File: config.mk
export PLATFORM = sky130hd
export DESIGN_NAME = parking_gate_arbiter_flat
export DESIGN_NICKNAME = d
export VERILOG_FILES = /design/src/rtl/parking_gate_if.sv /design/src/rtl/parking_gate_arbiter.sv /design/src/flat_wrapper.sv
export SDC_FILE = /design/constraint.sdc
export NUM_CORES = 1
export LEC_CHECK = 0
export ABC_CLOCK_PERIOD_IN_PS = 2500
export CAP_MARGIN = 20
export CORE_ASPECT_RATIO = 1.75
export CORE_MARGIN = 2
export CORE_UTILIZATION = 50
export CTS_CLUSTER_DIAMETER = 60
export DETAILED_ROUTE_END_ITERATION = 8
export PLACE_DENSITY = 0.75
export SYNTH_ARGS = -nofsm -noshare
export SYNTH_HDL_FRONTEND = slang
export SYNTH_SLANG_ARGS = --single-unit
export TNS_END_PERCENT = 30
File: constraint.sdc
create_clock -name clk_i -period 2.5 [get_ports clk_i]
set_clock_uncertainty 0.15 [all_clocks]
set_input_delay 0.75 -clock clk_i [delete_from_list [all_inputs] [get_ports clk_i]]
set_output_delay 0.75 -clock clk_i [all_outputs]
set_load 0.1 [all_outputs]
File: src/rtl/parking_gate_if.sv
// parking_gate_if: gate sensor requests and arbiter status between requesters and the gate arbiter.
interface parking_gate_if #(
    parameter int NUM_SPOTS = 4,
    parameter int SPOT_W = 2,
    parameter int CNT_W = 3
);
    logic entry_req;
    logic exit_req;
    logic [SPOT_W-1:0] exit_spot;
    logic entry_grant;
    logic exit_grant;
    logic exit_err;
    logic [SPOT_W-1:0] assigned_spot;
    logic door_open;
    logic [NUM_SPOTS-1:0] occupancy;
    logic [CNT_W-1:0] free_count;
    logic full;
    logic empty;
    modport master (
        output entry_req, exit_req, exit_spot,
        input entry_grant, exit_grant, exit_err, assigned_spot, door_open, occupancy, free_count, full, empty
    );
    modport slave (
        input entry_req, exit_req, exit_spot,
        output entry_grant, exit_grant, exit_err, assigned_spot, door_open, occupancy, free_count, full, empty
    );
endinterface

File: src/rtl/parking_gate_arbiter.sv
// parking_gate_arbiter: round-robin entry/exit arbitration for one gate, spot map and door-open timing.
module parking_gate_arbiter #(
    parameter int NUM_SPOTS = 4,
    parameter int SPOT_W = 2,
    parameter int CNT_W = 3,
    parameter int OPEN_CYCLES = 8
) (
    input logic clk_i,
    input logic rst_ni,
    parking_gate_if.slave gate
);
    localparam int TW = $clog2(OPEN_CYCLES);
    typedef enum logic [1:0] {IDLE, OPEN_IN, OPEN_OUT, GUARD} state_t;
    state_t state_q, state_d;
    logic [TW-1:0] cnt_q, cnt_d;
    logic [NUM_SPOTS-1:0] occ_q, occ_d;
    logic [CNT_W-1:0] free_q, free_d;
    logic [SPOT_W-1:0] spot_q, spot_d, exit_spot_q, free_idx;
    logic entry_req_q, exit_req_q, last_entry_q, last_entry_d;
    logic eg_q, eg_d, xg_q, xg_d, err_q, err_d;
    logic full, exit_seen, exit_ok, entry_ok, take_entry;
    assign full = free_q == '0;
    // a request still registered while its error pulse is out is the one just rejected
    assign exit_seen = exit_req_q && !err_q;
    assign exit_ok = exit_seen && occ_q[exit_spot_q];
    assign entry_ok = entry_req_q && !full;
    assign take_entry = entry_ok && !(exit_ok && last_entry_q);
    always_comb begin
        free_idx = '0;
        for (int i = NUM_SPOTS - 1; i >= 0; i--)
            if (!occ_q[i]) free_idx = SPOT_W'(i);
    end
    always_comb begin
        state_d = state_q;
        cnt_d = cnt_q;
        occ_d = occ_q;
        free_d = free_q;
        spot_d = spot_q;
        last_entry_d = last_entry_q;
        eg_d = 1'b0;
        xg_d = 1'b0;
        err_d = 1'b0;
        case (state_q)
            IDLE: begin
                if (exit_seen && !exit_ok) begin
                    err_d = 1'b1;
                end else if (take_entry) begin
                    state_d = OPEN_IN;
                    cnt_d = TW'(OPEN_CYCLES - 1);
                    eg_d = 1'b1;
                    spot_d = free_idx;
                    occ_d[free_idx] = 1'b1;
                    free_d = free_q - CNT_W'(1);
                    last_entry_d = 1'b1;
                end else if (exit_ok) begin
                    state_d = OPEN_OUT;
                    cnt_d = TW'(OPEN_CYCLES - 1);
                    xg_d = 1'b1;
                    occ_d[exit_spot_q] = 1'b0;
                    free_d = free_q + CNT_W'(1);
                    last_entry_d = 1'b0;
                end
            end
            OPEN_IN, OPEN_OUT: begin
                if (cnt_q == '0) state_d = GUARD;
                else cnt_d = cnt_q - TW'(1);
            end
            default: state_d = IDLE;
        endcase
    end
    always_ff @(posedge clk_i) begin
        if (!rst_ni) begin
            state_q <= IDLE;
            cnt_q <= '0;
            occ_q <= '0;
            free_q <= CNT_W'(NUM_SPOTS);
            spot_q <= '0;
            last_entry_q <= 1'b0;
            eg_q <= 1'b0;
            xg_q <= 1'b0;
            err_q <= 1'b0;
            entry_req_q <= 1'b0;
            exit_req_q <= 1'b0;
            exit_spot_q <= '0;
        end else begin
            state_q <= state_d;
            cnt_q <= cnt_d;
            occ_q <= occ_d;
            free_q <= free_d;
            spot_q <= spot_d;
            last_entry_q <= last_entry_d;
            eg_q <= eg_d;
            xg_q <= xg_d;
            err_q <= err_d;
            entry_req_q <= gate.entry_req;
            exit_req_q <= gate.exit_req;
            exit_spot_q <= gate.exit_spot;
        end
    end
    assign gate.entry_grant = eg_q;
    assign gate.exit_grant = xg_q;
    assign gate.exit_err = err_q;
    assign gate.assigned_spot = spot_q;
    assign gate.door_open = state_q == OPEN_IN || state_q == OPEN_OUT;
    assign gate.occupancy = occ_q;
    assign gate.free_count = free_q;
    assign gate.full = full;
    assign gate.empty = free_q == CNT_W'(NUM_SPOTS);
endmodule
File: src/flat_wrapper.sv
// flat-port wrapper written by rule: the top's interface ports become plain ports
module parking_gate_arbiter_flat 
#(
    parameter int NUM_SPOTS = 4,
    parameter int SPOT_W = 2,
    parameter int CNT_W = 3,
    parameter int OPEN_CYCLES = 8
)
  (clk_i, rst_ni, gate_entry_req, gate_exit_req, gate_exit_spot, gate_entry_grant, gate_exit_grant, gate_exit_err, gate_assigned_spot, gate_door_open, gate_occupancy, gate_free_count, gate_full, gate_empty);
  parking_gate_if #(.NUM_SPOTS(NUM_SPOTS), .SPOT_W(SPOT_W), .CNT_W(CNT_W)) gate_i ();
  input logic clk_i;
  input logic rst_ni;
  input wire logic [$bits(gate_i.entry_req)-1:0] gate_entry_req;
  input wire logic [$bits(gate_i.exit_req)-1:0] gate_exit_req;
  input wire logic [$bits(gate_i.exit_spot)-1:0] gate_exit_spot;
  output wire logic [$bits(gate_i.entry_grant)-1:0] gate_entry_grant;
  output wire logic [$bits(gate_i.exit_grant)-1:0] gate_exit_grant;
  output wire logic [$bits(gate_i.exit_err)-1:0] gate_exit_err;
  output wire logic [$bits(gate_i.assigned_spot)-1:0] gate_assigned_spot;
  output wire logic [$bits(gate_i.door_open)-1:0] gate_door_open;
  output wire logic [$bits(gate_i.occupancy)-1:0] gate_occupancy;
  output wire logic [$bits(gate_i.free_count)-1:0] gate_free_count;
  output wire logic [$bits(gate_i.full)-1:0] gate_full;
  output wire logic [$bits(gate_i.empty)-1:0] gate_empty;
  assign gate_i.entry_req = gate_entry_req;
  assign gate_i.exit_req = gate_exit_req;
  assign gate_i.exit_spot = gate_exit_spot;
  assign gate_entry_grant = gate_i.entry_grant;
  assign gate_exit_grant = gate_i.exit_grant;
  assign gate_exit_err = gate_i.exit_err;
  assign gate_assigned_spot = gate_i.assigned_spot;
  assign gate_door_open = gate_i.door_open;
  assign gate_occupancy = gate_i.occupancy;
  assign gate_free_count = gate_i.free_count;
  assign gate_full = gate_i.full;
  assign gate_empty = gate_i.empty;
  parking_gate_arbiter #(.NUM_SPOTS(NUM_SPOTS), .SPOT_W(SPOT_W), .CNT_W(CNT_W), .OPEN_CYCLES(OPEN_CYCLES)) u_core (.clk_i(clk_i), .rst_ni(rst_ni), .gate(gate_i));
endmodule
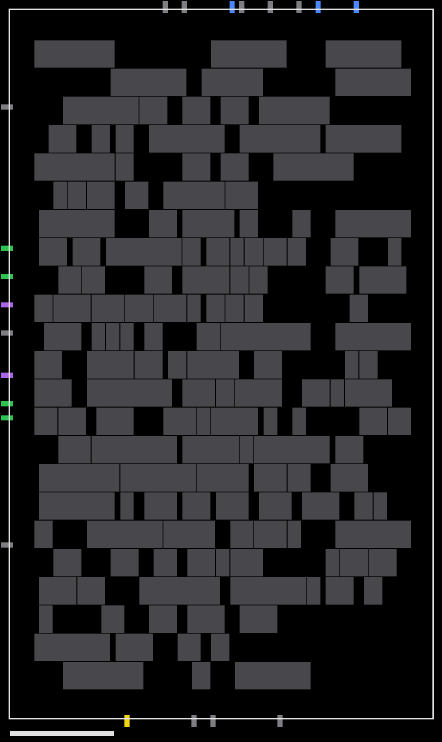
Figure 1: run 1, ports around the boundary.
Bar = 10 microns. Pins as bars across the die edge, other pins in gray.
- blue: `gate_free_count` (pins 3; direction output; edge top)
- yellow: `gate_exit_req` (pins 1; direction input; edge bottom)
- purple: `gate_exit_spot` (pins 2; direction input; edge left)
- green: `gate_occupancy` (pins 4; direction output; edge left)
- all pins by edge: 9 left, 8 top, 4 bottom
die outline width: 40.7 microns
number of input and output port buffers inserted: 20
Die Height: 68.2 microns

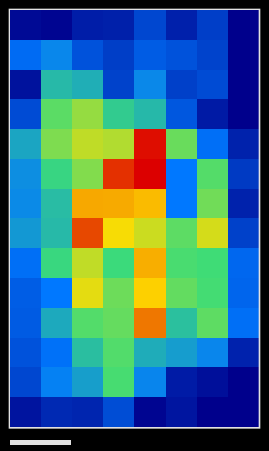
Figure 2: run 1, wiring heat map.
Bar = 10 microns. 8 x 14 tiles, from dark blue (low) to red (high), scaled to the fullest tile. Values are wire area over tile area, all layers added.
- fullest tile: 0.51
- nearly empty tiles: 8.0%
- emptiest ninth of the die: upper right
total via count in the routed design: 1,119
Routed WL: 3120 microns

==> impl_metrics.json, run 1 <==
{
  "core_util_floorplan": 0.517,
  "worst-endpoint-required_ps": 2500,
  "report.power.total_mw": 1.92,
  "ys_cells": 130,
  "chip_area_sq_um": 2770,
  "postCtsSetupRepairBufs": 0,
  "synth_cell_type_count": 38,
  "arrival_ps": 2430,
  "cts-buffers-inserted": 3,
  "power.density_nw_per_um2": 1250,
  "clock-sinks": 22,
  "maxClockFrequency_mhz": 412,
  "vias_per_cell": 6.29,
  "first_global_vias": 1049,
  "cap_viol_max_count": 0,
  "final_layout_top_logic_cells": "15 x sky130_fd_sc_hd__buf_4, 14 x sky130_fd_sc_hd__dfxtp_1, 12 x sky130_fd_sc_hd__inv_1, 10 x sky130_fd_sc_hd__a21oi_1",
  "flow.area_growth_from_synthesis_pct": 30.7,
  "power.ir.vdd_worst_mv": 0.660,
  "filler_instances": 203,
  "post_drt_wl_per_cell_microns": 17.5,
  "post_cts_resized": 0,
  "cts_tree": "yes",
  "yosys.stat.seqShare": 0.374,
  "slew_viol_final": 0,
  "worstMarginPinSlew_ps": 552,
  "antennaDiodeCount": 0,
  "syn-mean-instance-area_sq_um": 9.05,
  "ctsLongestPathBuffers": 2,
  "final-hold-violation-count": 0,
  "period_utilization_post_route": 0.971,
  "syn-instance-count": 130,
  "edf_count": 0,
  "synth.net_count": 141,
  "asyncSetResetFlopFracSynth": 0,
  "worstPathMaxFanout": 5,
  "num_rows": 23,
  "yosysChipArea_sq_um": 1180,
  "drt_pass1_iterations": 4,
  "cts.clk_slew.worst_paths_ps": 80,
  "drc_errors": 0,
  "design.core.area_sq_um": 2270,
  "cts_htree_levels": 1,
  "finalWeightedCongestion": 0.937,
  "drtIter0Drc": 33,
  "setup.worst_path.end_class": "register",
  "grt_setup_unrepaired": "no",
  "setup.worst_path.start_class": "register",
  "grt_max_degree": 22,
  "grt_antenna_before_repair": 0,
  "design.final.nets": 165,
  "root_buffer": "sky130_fd_sc_hd__clkbuf_8",
  "leakage_nw": 0.580,
  "final_layout_size_suffix_gt1_frac": 0.268,
  "top_level_pins": 21,
  "cts_hold_buffers": 0,
  "timing.critical_path.slowest_stage_cell": "sky130_fd_sc_hd__mux4_2",
  "grtUsageTotal": 0.255,
  "dp_hpwl_microns": 2220,
  "most_instantiated_flip_flop_cell_in_the_synthesis_netlist": "sky130_fd_sc_hd__dfxtp_1",
  "ant_nets": 0,
  "grt_first_pass_wirelength_microns": 4750,
  "hold_path.class": "register to register",
  "final_period_minus_worst_setup_slack_ps": 2430,
  "yosys_register_bits": 22,
  "worstSkewPairLatency_ps": 260,
  "mostFrequentLayoutCell": "sky130_fd_sc_hd__buf_4",
  "run_status": "complete, no violations",
  "final.setup.tns_ps": 0,
  "gr-total-overflow": 0,
  "max_stage_delay_ps": 540,
  "mappedNetlistArea_sq_um": 1180,
  "tool_warnings": 29,
  "final_setup_viols": 0,
  "synth-warning-count": 0,
  "max-slew-margin-rel": 0.631,
  "crit_chain": "mux4_2 -> a31o_2 -> xnor2_1 -> ha_1 -> nor3_1 -> o2bb2ai_1 -> nor4_1",
  "worst-setup-path-type": "register to register"
}
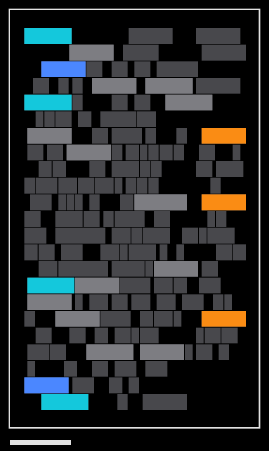
Figure 3: run 1, sequential cells grouped by signal name.
Bar = 10 microns. Other sequential cells in the stronger gray, the rest of the logic in the fainter gray.
- orange: `u_core.cnt_q` (placed flops 3)
- cyan: `u_core.gate.occupancy` (placed flops 4)
- blue: `u_core.gate.assigned_spot` (placed flops 2)
- not colored: 13
seq pwr: 507 uW
core utilization of the finished layout: 0.676
register area: 453 sq um

-- run 1: worst paths after layout --
check	start	endpoint	slack, ps	cells past startpoint
hold reg to reg	u_core.gate.assigned_spot[0]	u_core.gate.assigned_spot[0]	320	2
hold / removal	u_core.gate.assigned_spot[0]	u_core.gate.assigned_spot[0]	320	2
setup reg to reg	u_core.exit_spot_q[0]	u_core.gate.free_count[2]	70	7
setup / recovery	u_core.exit_spot_q[0]	u_core.gate.free_count[2]	70	7
-- run 1: sequential cells by signal, summed over array words and instances (netlist names) --
name and count:
u_core.gate.occupancy 4, u_core.cnt_q 3, u_core.gate.free_count 3, u_core.exit_spot_q 2
u_core.gate.assigned_spot 2, u_core.state_q 2, u_core.entry_req_q 1, u_core.exit_req_q 1
u_core.gate.entry_grant 1, u_core.gate.exit_err 1, u_core.gate.exit_grant 1, u_core.last_entry_q 1
-- run 1: layout make-up --
type                    count  area (sq um)  share of cell area
flip-flops and latches     22           453               0.295
inverters                  13          48.8              0.0317
multi-input cells          89           687               0.447
repair buffers             25           263               0.171
well taps                  25          31.3              0.0203
clock buffers               4          55.1              0.0358
-- run 1: cells by family after synthesis --
logic type / Yosys count / synth area share
buffers and inverters: 19 / 0.0606
flip-flops: 22 / 0.374
AND-OR/OR-AND: 41 / 0.257
adder cells (fa/ha/maj): 5 / 0.0532
XOR/XNOR: 1 / 0.00745
multiplexers: 6 / 0.0766
AND/OR/NAND/NOR: 36 / 0.170
-- run 1: cell usage after synthesis (all sizes together) (5+ instances only) --
cell | count | area share
a211oi | 5 | 0.032
a21oi | 10 | 0.043
clkbuf | 6 | 0.019
dfxtp | 22 | 0.37
ha | 5 | 0.053
inv | 12 | 0.038
nand2 | 5 | 0.016
nand3 | 7 | 0.030
nor3 | 5 | 0.021
o31ai | 5 | 0.032
-- run 1: worst max-delay path: cells and delay by family (launching register included) --
kind                     cells  cell delay, ps
XOR/XNOR                     1             150
AND-OR/OR-AND                2             440
flip-flops                   1             410
multiplexers                 1             540
adder cells (fa/ha/maj)      1             220
AND/OR/NAND/NOR              2             410
-- run 1: per-stage QoR --
stage / util / std cells / cell area (sq um) / setup slack [ps] / hold WS, ps
global placement: 0.652 / 174 / 1480 / 315 / 298
global route: 0.676 / 178 / 1540 / 0.689 / 337
floorplan: - / 130 / 1210 / -58.6 / 301
detailed placement: 0.652 / 174 / 1480 / 181 / 312
finish: 0.676 / 178 / 1540 / 73.2 / 320
CTS: 0.676 / 178 / 1540 / 122 / 323
-- run 1: per-layer routing --
layer / track usage / share of wire
met1: 0.251 / 0.38
met2: 0.490 / 0.57
met3: 0.0292 / 0.038
met4: 0.100 / 0.013
met5: 0 / 0
-- run 1: power by group --
group          switching (mW)  leakage [nW]  total (mW)  internal, mW
clock network           0.115        0.0288       0.255         0.140
registers              0.0859         0.184       0.507         0.421
logic                   0.760         0.368        1.15         0.394
total                   0.960         0.580        1.92         0.955
==> run 2, diff against run 1 <==
--- a/config.mk
+++ b/config.mk
@@ -13,6 +13,7 @@
 export CTS_CLUSTER_DIAMETER = 60
 export DETAILED_ROUTE_END_ITERATION = 8
 export PLACE_DENSITY = 0.75
+export SLEW_MARGIN = 20
 export SYNTH_ARGS = -nofsm -noshare
 export SYNTH_HDL_FRONTEND = slang
 export SYNTH_SLANG_ARGS = --single-unit
==> run 2 against run 1 <==
Compared with the run above:
- cell count unchanged
- highest routed layer unchanged
- critical path depth unchanged
- hold slack unchanged
==> impl_metrics.json, run 2 <==
{
  "ctsLongestPathBuffers": 2,
  "grt_first_pass_wirelength_microns": 4750,
  "design.core.area_sq_um": 2270,
  "worstReg2RegEnd": "u_core.gate.free_count[2]",
  "post_synth_most_frequent_cells": "22 x sky130_fd_sc_hd__dfxtp_1, 12 x sky130_fd_sc_hd__inv_1, 10 x sky130_fd_sc_hd__a21oi_1",
  "synth_cell_type_count": 38,
  "setup.worst_path.start_class": "register",
  "first_global_vias": 1049,
  "drtIter0Drc": 33,
  "worstMarginPinSlew_ps": 552,
  "cts-buffers-inserted": 3,
  "finalWirelength_microns": 3120,
  "antennaDiodeCount": 0,
  "grtUsageTotal": 0.255,
  "launch_point_of_the_worst_hold_path": "u_core.gate.assigned_spot[0]",
  "syn-instance-count": 130,
  "final_layout_top_logic_cells": "15 x sky130_fd_sc_hd__buf_4, 14 x sky130_fd_sc_hd__dfxtp_1, 12 x sky130_fd_sc_hd__inv_1, 10 x sky130_fd_sc_hd__a21oi_1",
  "most_used_standard_cell_by_instance_count_after_synthesis": "sky130_fd_sc_hd__dfxtp_1",
  "chip_area_sq_um": 2770,
  "tool_warnings": 29,
  "cts_tree": "yes",
  "dp_hpwl_microns": 2220,
  "edf_count": 0,
  "maxClockFrequency_mhz": 412,
  "synth.net_count": 141,
  "gr-total-overflow": 0,
  "worst-setup-path-type": "register to register",
  "final.setup.tns_ps": 0,
  "fp.dieW_microns": 40.7,
  "postCtsSetupRepairBufs": 0,
  "cap_viol_max_count": 0,
  "grt_antenna_before_repair": 0,
  "arrival_ps": 2430,
  "root_buffer": "sky130_fd_sc_hd__clkbuf_8",
  "mappedNetlistArea_sq_um": 1180,
  "postLayoutCoreUtil": 0.676,
  "setup.worst_path.end_class": "register",
  "power.density_nw_per_um2": 1250,
  "min_delay_path_depth": 2,
  "drt_pass1_iterations": 4,
  "rr_startpoint": "u_core.exit_spot_q[0]",
  "yosysChipArea_sq_um": 1180,
  "slew_viol_final": 0,
  "final_layout_size_suffix_gt1_frac": 0.268,
  "asyncSetResetFlopFracSynth": 0,
  "mostFrequentLayoutCell": "sky130_fd_sc_hd__buf_4",
  "largest_register_ff_count": 4,
  "period_utilization_post_route": 0.971,
  "yosys.area.top_type": "sky130_fd_sc_hd__dfxtp_1",
  "final-hold-violation-count": 0,
  "synth-warning-count": 0,
  "top_cell_area_share": 0.374,
  "grt_max_degree": 22,
  "grt_setup_unrepaired": "no",
  "finalWeightedCongestion": 0.937,
  "cts.clk_slew.worst_paths_ps": 80,
  "core_util_floorplan": 0.517,
  "most_instantiated_flip_flop_cell_in_the_synthesis_netlist": "sky130_fd_sc_hd__dfxtp_1",
  "run_status": "complete, no violations",
  "hold_path.class": "register to register",
  "portBuffers": 20,
  "design.final.nets": 165,
  "final_period_minus_worst_setup_slack_ps": 2430,
  "cts_htree_levels": 1,
  "leakage_nw": 0.580,
  "rr_worst_depth": 7,
  "ys_cells": 130,
  "top_level_pins": 21,
  "ant_nets": 0,
  "worst-endpoint-required_ps": 2500,
  "post_drt_wl_per_cell_microns": 17.5,
  "power.ir.vdd_worst_mv": 0.660,
  "post_cts_resized": 0,
  "cts_hold_buffers": 0,
  "via_count": 1119,
  "holdWs_ps": 320,
  "floorplan.die.height_microns": 68.2,
  "r2r_setup_slack_ps": 70,
  "worstPathMaxFanout": 5,
  "timing.hold.worst_endpoint": "u_core.gate.assigned_spot[0]",
  "final_setup_viols": 0,
  "num_rows": 23,
  "syn-mean-instance-area_sq_um": 9.05,
  "drc_errors": 0,
  "top_cells_by_area": "sky130_fd_sc_hd__dfxtp_1 37%, sky130_fd_sc_hd__ha_1 5.3%, sky130_fd_sc_hd__a21oi_1 4.3%",
  "flow.area_growth_from_synthesis_pct": 30.7,
  "yosys_register_bits": 22,
  "max-slew-margin-rel": 0.631,
  "vias_per_cell": 6.29,
  "yosys.stat.seqShare": 0.374
}
run 2: worst max-delay path by stage:
stage / slack, ps / end / start / depth (start not counted)
after floorplan: -60 / gate_empty / u_core.gate.free_count[1] / 2
after CTS: 120 / gate_door_open / u_core.state_q[1] / 3
after global placement: 320 / u_core.gate.free_count[2] / u_core.exit_spot_q[0] / 8
final: 70 / u_core.gate.free_count[2] / u_core.exit_spot_q[0] / 7
after global routing: 0.7 / u_core.gate.free_count[2] / u_core.exit_spot_q[0] / 7
after detailed placement: 180 / u_core.gate.free_count[2] / u_core.exit_spot_q[0] / 8
run 2: kinds of logic after synthesis:
| family | share of synthesized area |
|---|---|
| adders and majority gates | 0.0532 |
| buffers and inverters | 0.0606 |
| AOI/OAI and AO/OA | 0.257 |
| muxes | 0.0766 |
| DFF | 0.374 |
| xor gates and xnor gates | 0.00745 |
| and+or+nand+nor | 0.170 |
run 2: report_power, final:
part / switching, mW / internal [mW] / leakage (nW)
combinational: 0.760 / 0.394 / 0.368
sequential: 0.0859 / 0.421 / 0.184
clock: 0.115 / 0.140 / 0.0288
total: 0.960 / 0.955 / 0.580
run 2: critical path, cell delays in order, from the launching register on:
cell                        delay [ps]
sky130_fd_sc_hd__dfxtp_1           410
sky130_fd_sc_hd__mux4_2            540
sky130_fd_sc_hd__a31o_2            300
sky130_fd_sc_hd__xnor2_1           150
sky130_fd_sc_hd__ha_1              220
sky130_fd_sc_hd__nor3_1             80
sky130_fd_sc_hd__o2bb2ai_1         140
sky130_fd_sc_hd__nor4_1            330
run 2: metrics by stage:
stage	power, mW	instances	worst slack [ps]	cell area, sq um
floorplan	1.33	130	-58.6	1210
global placement	1.63	174	315	1480
detailed placement	1.66	174	181	1480
CTS	1.92	178	122	1540
global route	2.00	178	0.689	1540
finish	1.92	178	73.2	1540
run 2: cell type report:
type | instances | area [sq um]
fillers | 203 | 736
multi-input cells | 89 | 687
flip-flops and latches | 22 | 453
well taps | 25 | 31.3
inverters | 13 | 48.8
clock buffers | 4 | 55.1
repair buffers | 25 | 263
run 2: per-layer routing:
layer | track usage | part of all wire | up-vias
met2 | 0.490 | 0.57 | 36
met1 | 0.251 | 0.38 | 539
met4 | 0.100 | 0.013 | 0
met3 | 0.0292 | 0.038 | 6
met5 | 0 | 0 | -
li1 | - | - | 538
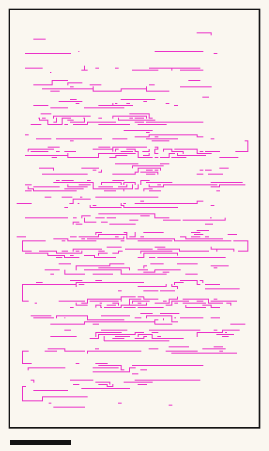
Figure 4: run 2, metal 1.
Bar = 10 microns.
- share of all routed wire: 38%
- longest straight run: 11.5 microns
met1 routing resource usage after global routing: 0.251

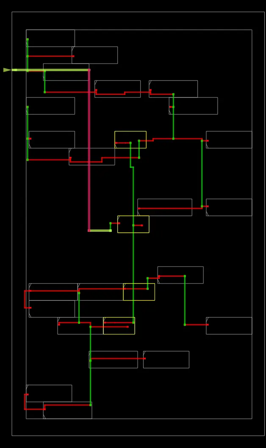
Figure 5: run 2, clock wiring as the flow saved it.
clock buf count: 4
sequential cell count: 22
CTS Sinks: 22
source-to-sink clock delay at the later pin of the worst-skew pair: 260 ps

Power figures rest on the tool's default switching activity, not on a simulated workload.
